`src/rtl/serial_tx_scheduler_pkg.sv`:
```
// Shared definitions for the serial transmit scheduler: FSM encoding and width helpers.
package serial_tx_scheduler_pkg;

  typedef enum logic [2:0] {
    ST_IDLE  = 3'd0,
    ST_START = 3'd1,
    ST_ID    = 3'd2,
    ST_DATA  = 3'd3,
    ST_STOP  = 3'd4
  } state_t;

  function automatic int unsigned clog2(input int unsigned value);
    int unsigned r;
    int unsigned span;
    r    = 0;
    span = 1;
    while (span < value) begin
      span = span * 2;
      r    = r + 1;
    end
    return r;
  endfunction

  function automatic int unsigned max1_clog2(input int unsigned value);
    return (clog2(value) < 1) ? 1 : clog2(value);
  endfunction

endpackage

```
`src/rtl/serial_tx_scheduler_rr_arbiter.sv`:
```
// Combinational round-robin arbiter: first requester at or above pointer, wrapping.
module rr_arbiter
  import serial_tx_scheduler_pkg::*;
#(
  parameter  int NUM_REQ = 4,
  localparam int IDX_W   = max1_clog2(NUM_REQ)
) (
  input  logic [NUM_REQ-1:0] req,
  input  logic               enable,
  input  logic [IDX_W-1:0]   pointer,
  output logic [NUM_REQ-1:0] grant,
  output logic [IDX_W-1:0]   grant_idx,
  output logic               any_grant
);

  logic [IDX_W-1:0] idx;

  always_comb begin
    grant     = '0;
    grant_idx = '0;
    any_grant = 1'b0;
    idx       = '0;
    if (enable) begin
      for (int unsigned off = 0; off < NUM_REQ; off++) begin
        idx = IDX_W'((32'(pointer) + off) % NUM_REQ);
        if (!any_grant && req[idx]) begin
          grant[idx] = 1'b1;
          grant_idx  = idx;
          any_grant  = 1'b1;
        end
      end
    end
  end

endmodule

```
`src/rtl/serial_tx_scheduler.sv`:
```
// Shares one serial lane among NUM_REQ word sources: frame = start, source ID, data LSB-first, stop.
module serial_tx_scheduler
  import serial_tx_scheduler_pkg::*;
#(
  parameter  int DATA_WIDTH = 8,
  parameter  int NUM_REQ    = 4,
  parameter  int BIT_CYCLES = 1,
  localparam int ID_WIDTH   = max1_clog2(NUM_REQ)
) (
  input  logic                          clock,
  input  logic                          reset,
  input  logic                          enable,
  input  logic [NUM_REQ-1:0]            req_valid,
  input  logic [NUM_REQ*DATA_WIDTH-1:0] req_data,
  output logic [NUM_REQ-1:0]            req_ready,
  output logic                          serial_out,
  output logic                          busy,
  output logic [ID_WIDTH-1:0]           grant_id,
  output logic                          frame_done
);

  localparam int CYC_W = max1_clog2(BIT_CYCLES);
  localparam int BIT_W = max1_clog2(DATA_WIDTH + ID_WIDTH + 1);

  state_t                  state;
  logic [ID_WIDTH-1:0]     pointer;
  logic [ID_WIDTH-1:0]     id_sh;
  logic [ID_WIDTH-1:0]     arb_idx;
  logic [DATA_WIDTH-1:0]   shreg;
  logic [DATA_WIDTH-1:0]   sel_data;
  logic [CYC_W-1:0]        cyc_cnt;
  logic [BIT_W-1:0]        bit_cnt;
  logic [NUM_REQ-1:0]      arb_grant;
  logic                    arb_en;
  logic                    any_grant;
  logic                    bit_end;

  // Gating with reset keeps req_ready low while reset is held.
  assign arb_en    = enable && (state == ST_IDLE) && !reset;
  assign req_ready = arb_grant;
  assign bit_end   = (cyc_cnt == CYC_W'(BIT_CYCLES - 1));

  rr_arbiter #(.NUM_REQ(NUM_REQ)) u_arb (
    .req       (req_valid),
    .enable    (arb_en),
    .pointer   (pointer),
    .grant     (arb_grant),
    .grant_idx (arb_idx),
    .any_grant (any_grant)
  );

  always_comb begin
    sel_data = '0;
    for (int unsigned i = 0; i < NUM_REQ; i++) begin
      if (arb_idx == ID_WIDTH'(i)) sel_data = req_data[i*DATA_WIDTH +: DATA_WIDTH];
    end
  end

  // serial_out always carries the current bit; shift registers are pre-shifted as each bit is issued.
  always_ff @(posedge clock or posedge reset) begin
    if (reset) begin
      state      <= ST_IDLE;
      pointer    <= '0;
      id_sh      <= '0;
      shreg      <= '0;
      cyc_cnt    <= '0;
      bit_cnt    <= '0;
      serial_out <= 1'b0;
      busy       <= 1'b0;
      grant_id   <= '0;
      frame_done <= 1'b0;
    end else begin
      frame_done <= 1'b0;
      if (state == ST_IDLE) begin
        if (any_grant) begin
          shreg      <= sel_data;
          grant_id   <= arb_idx;
          id_sh      <= arb_idx;
          pointer    <= (arb_idx == ID_WIDTH'(NUM_REQ - 1)) ? '0 : arb_idx + 1'b1;
          state      <= ST_START;
          serial_out <= 1'b1;
          busy       <= 1'b1;
          cyc_cnt    <= '0;
          bit_cnt    <= '0;
        end
      end else if (!bit_end) begin
        cyc_cnt <= cyc_cnt + 1'b1;
      end else begin
        cyc_cnt <= '0;
        case (state)
          ST_START: begin
            state      <= ST_ID;
            serial_out <= id_sh[0];
            id_sh      <= id_sh >> 1;
            bit_cnt    <= '0;
          end
          ST_ID: begin
            if (bit_cnt == BIT_W'(ID_WIDTH - 1)) begin
              state      <= ST_DATA;
              serial_out <= shreg[0];
              shreg      <= shreg >> 1;
              bit_cnt    <= '0;
            end else begin
              serial_out <= id_sh[0];
              id_sh      <= id_sh >> 1;
              bit_cnt    <= bit_cnt + 1'b1;
            end
          end
          ST_DATA: begin
            if (bit_cnt == BIT_W'(DATA_WIDTH - 1)) begin
              state      <= ST_STOP;
              serial_out <= 1'b0;
            end else begin
              serial_out <= shreg[0];
              shreg      <= shreg >> 1;
              bit_cnt    <= bit_cnt + 1'b1;
            end
          end
          ST_STOP: begin
            state      <= ST_IDLE;
            busy       <= 1'b0;
            frame_done <= 1'b1;
            serial_out <= 1'b0;
          end
          default: begin
            state      <= ST_IDLE;
            busy       <= 1'b0;
            serial_out <= 1'b0;
          end
        endcase
      end
    end
  end

endmodule

```
`config.mk`:
```
export PLATFORM = sky130hd
export DESIGN_NAME = serial_tx_scheduler
export DESIGN_NICKNAME = d
export VERILOG_FILES = /design/src/rtl/serial_tx_scheduler_pkg.sv /design/src/rtl/serial_tx_scheduler_rr_arbiter.sv /design/src/rtl/serial_tx_scheduler.sv
export SDC_FILE = /design/constraint.sdc
export NUM_CORES = 1
export LEC_CHECK = 0
export ABC_AREA = 1
export ABC_CLOCK_PERIOD_IN_PS = 3270
export CAP_MARGIN = 10
export CORE_MARGIN = 2
export CORE_UTILIZATION = 39
export CTS_CLUSTER_SIZE = 28
export DETAILED_ROUTE_END_ITERATION = 6
export HOLD_SLACK_MARGIN = 0.1
export SYNTH_ARGS = -nofsm -noshare
export SYNTH_HDL_FRONTEND = slang
export SYNTH_SLANG_ARGS = --single-unit
```
`constraint.sdc`:
```
create_clock -name clock -period 3.27 [get_ports clock]
set_clock_uncertainty 0.05 [all_clocks]
set_input_delay 0.654 -clock clock [delete_from_list [all_inputs] [get_ports clock]]
set_output_delay 0.654 -clock clock [all_outputs]
set_load 0.05 [all_outputs]
```
==> images/logic_types.png <==
Scale: 4 px per um.
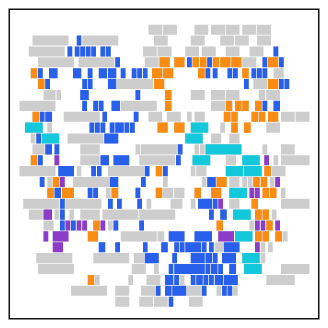
legend:
  nand cells:
    color: blue
    cells: 131
    most_used: nand2_1
  aoi and oai cells:
    color: orange
    cells: 58
    most_used: o21ai_0
  nor cells:
    color: purple
    cells: 20
    most_used: nor2_1
  fa/ha/maj cells:
    color: cyan
    cells: 14
    most_used: ha_1
logic share of the area: 46.1%
most instantiated logic cell after routing: nand2_1

==> images/wires.png <==
Scale: 4 px per um. Two of the layers only.
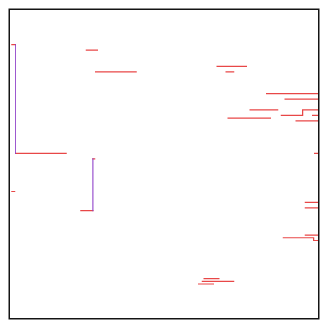
legend:
  metal 4:
    color: purple
    wire_length: 40.1 um
  metal 3:
    color: red
    wire_length: 129 um
Via Count: 2067
Overall Global Routing Usage: 16.9%

==> images/io_placement.png <==
Scale: 4 px per um. Pins as bars across the die edge, other pins in gray.
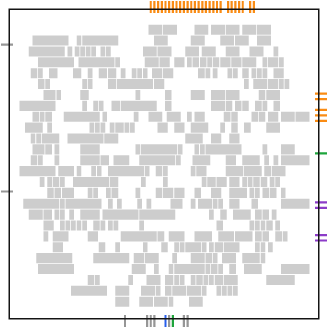
legend:
  `req_ready`:
    color: purple
    pins: 4
    direction: output
    edge: east
  `serial_out`:
    color: blue
    pins: 1
    direction: output
    edge: south
  `grant_id`:
    color: green
    pins: 2
    direction: output
    edge: 1 south, 1 east
  `req_data`:
    color: orange
    pins: 32
    direction: input
    edge: 27 north, 5 east
Die X: 77 um
IO buf count: 47
die height: 77 um

==> images/clocks.png <==
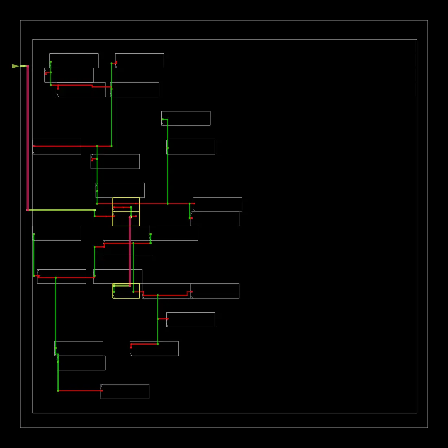
flip-flops: 24
clkbuf count: 3

==> flow_metrics.env <==
# physical design summary
export IMPL_run_status="complete, no violations"
export IMPL_async_reset_ff_share_pct=100
export IMPL_switchingPower_uw=1020
export IMPL_wl_met3_um=128
export IMPL_final_cells=422
export IMPL_buffers=58
export IMPL_cts_sinks=24
export IMPL_overflow=0
export IMPL_regArea_um2=601
export IMPL_remaining_drc_errors=0
export IMPL_top_layer="met4"
export IMPL_arrival_ps=3170
export IMPL_warnings=37
export IMPL_rr_endpoint="shreg[6]"
export IMPL_inv_count=42
export IMPL_rrSetupSlack_ps=260
export IMPL_cts_buffers=3
export IMPL_insertion_delay_ps=260
export IMPL_grt_use_met2_pct=30.5
export IMPL_grt_max_degree=25
export IMPL_rr_startpoint="pointer[0]"
export IMPL_post_synth_cell_area_avg_um2=6.97
export IMPL_power_density_mw_per_mm2=712
export IMPL_grt_pass1_vias=1890
export IMPL_report_final_slew_viol_count=0
export IMPL_path_class="input port to flip-flop"
export IMPL_hp_class="flip-flop to flip-flop"
export IMPL_cp_depth=16
export IMPL_slowest_stage="clkdlybuf4s50_1"
export IMPL_syn_inst=298
export IMPL_fill_cells=537
export IMPL_numSynthFlops=24
export IMPL_root_buffer="clkbuf_8"
export IMPL_gp_congestion=0.775
export IMPL_fmax_ghz=0.331
export IMPL_cpPeakStageDelay_ps=510
export IMPL_powerClk_uw=167
export IMPL_hpwl_um=4000
export IMPL_p_sw_share_pct=51.5
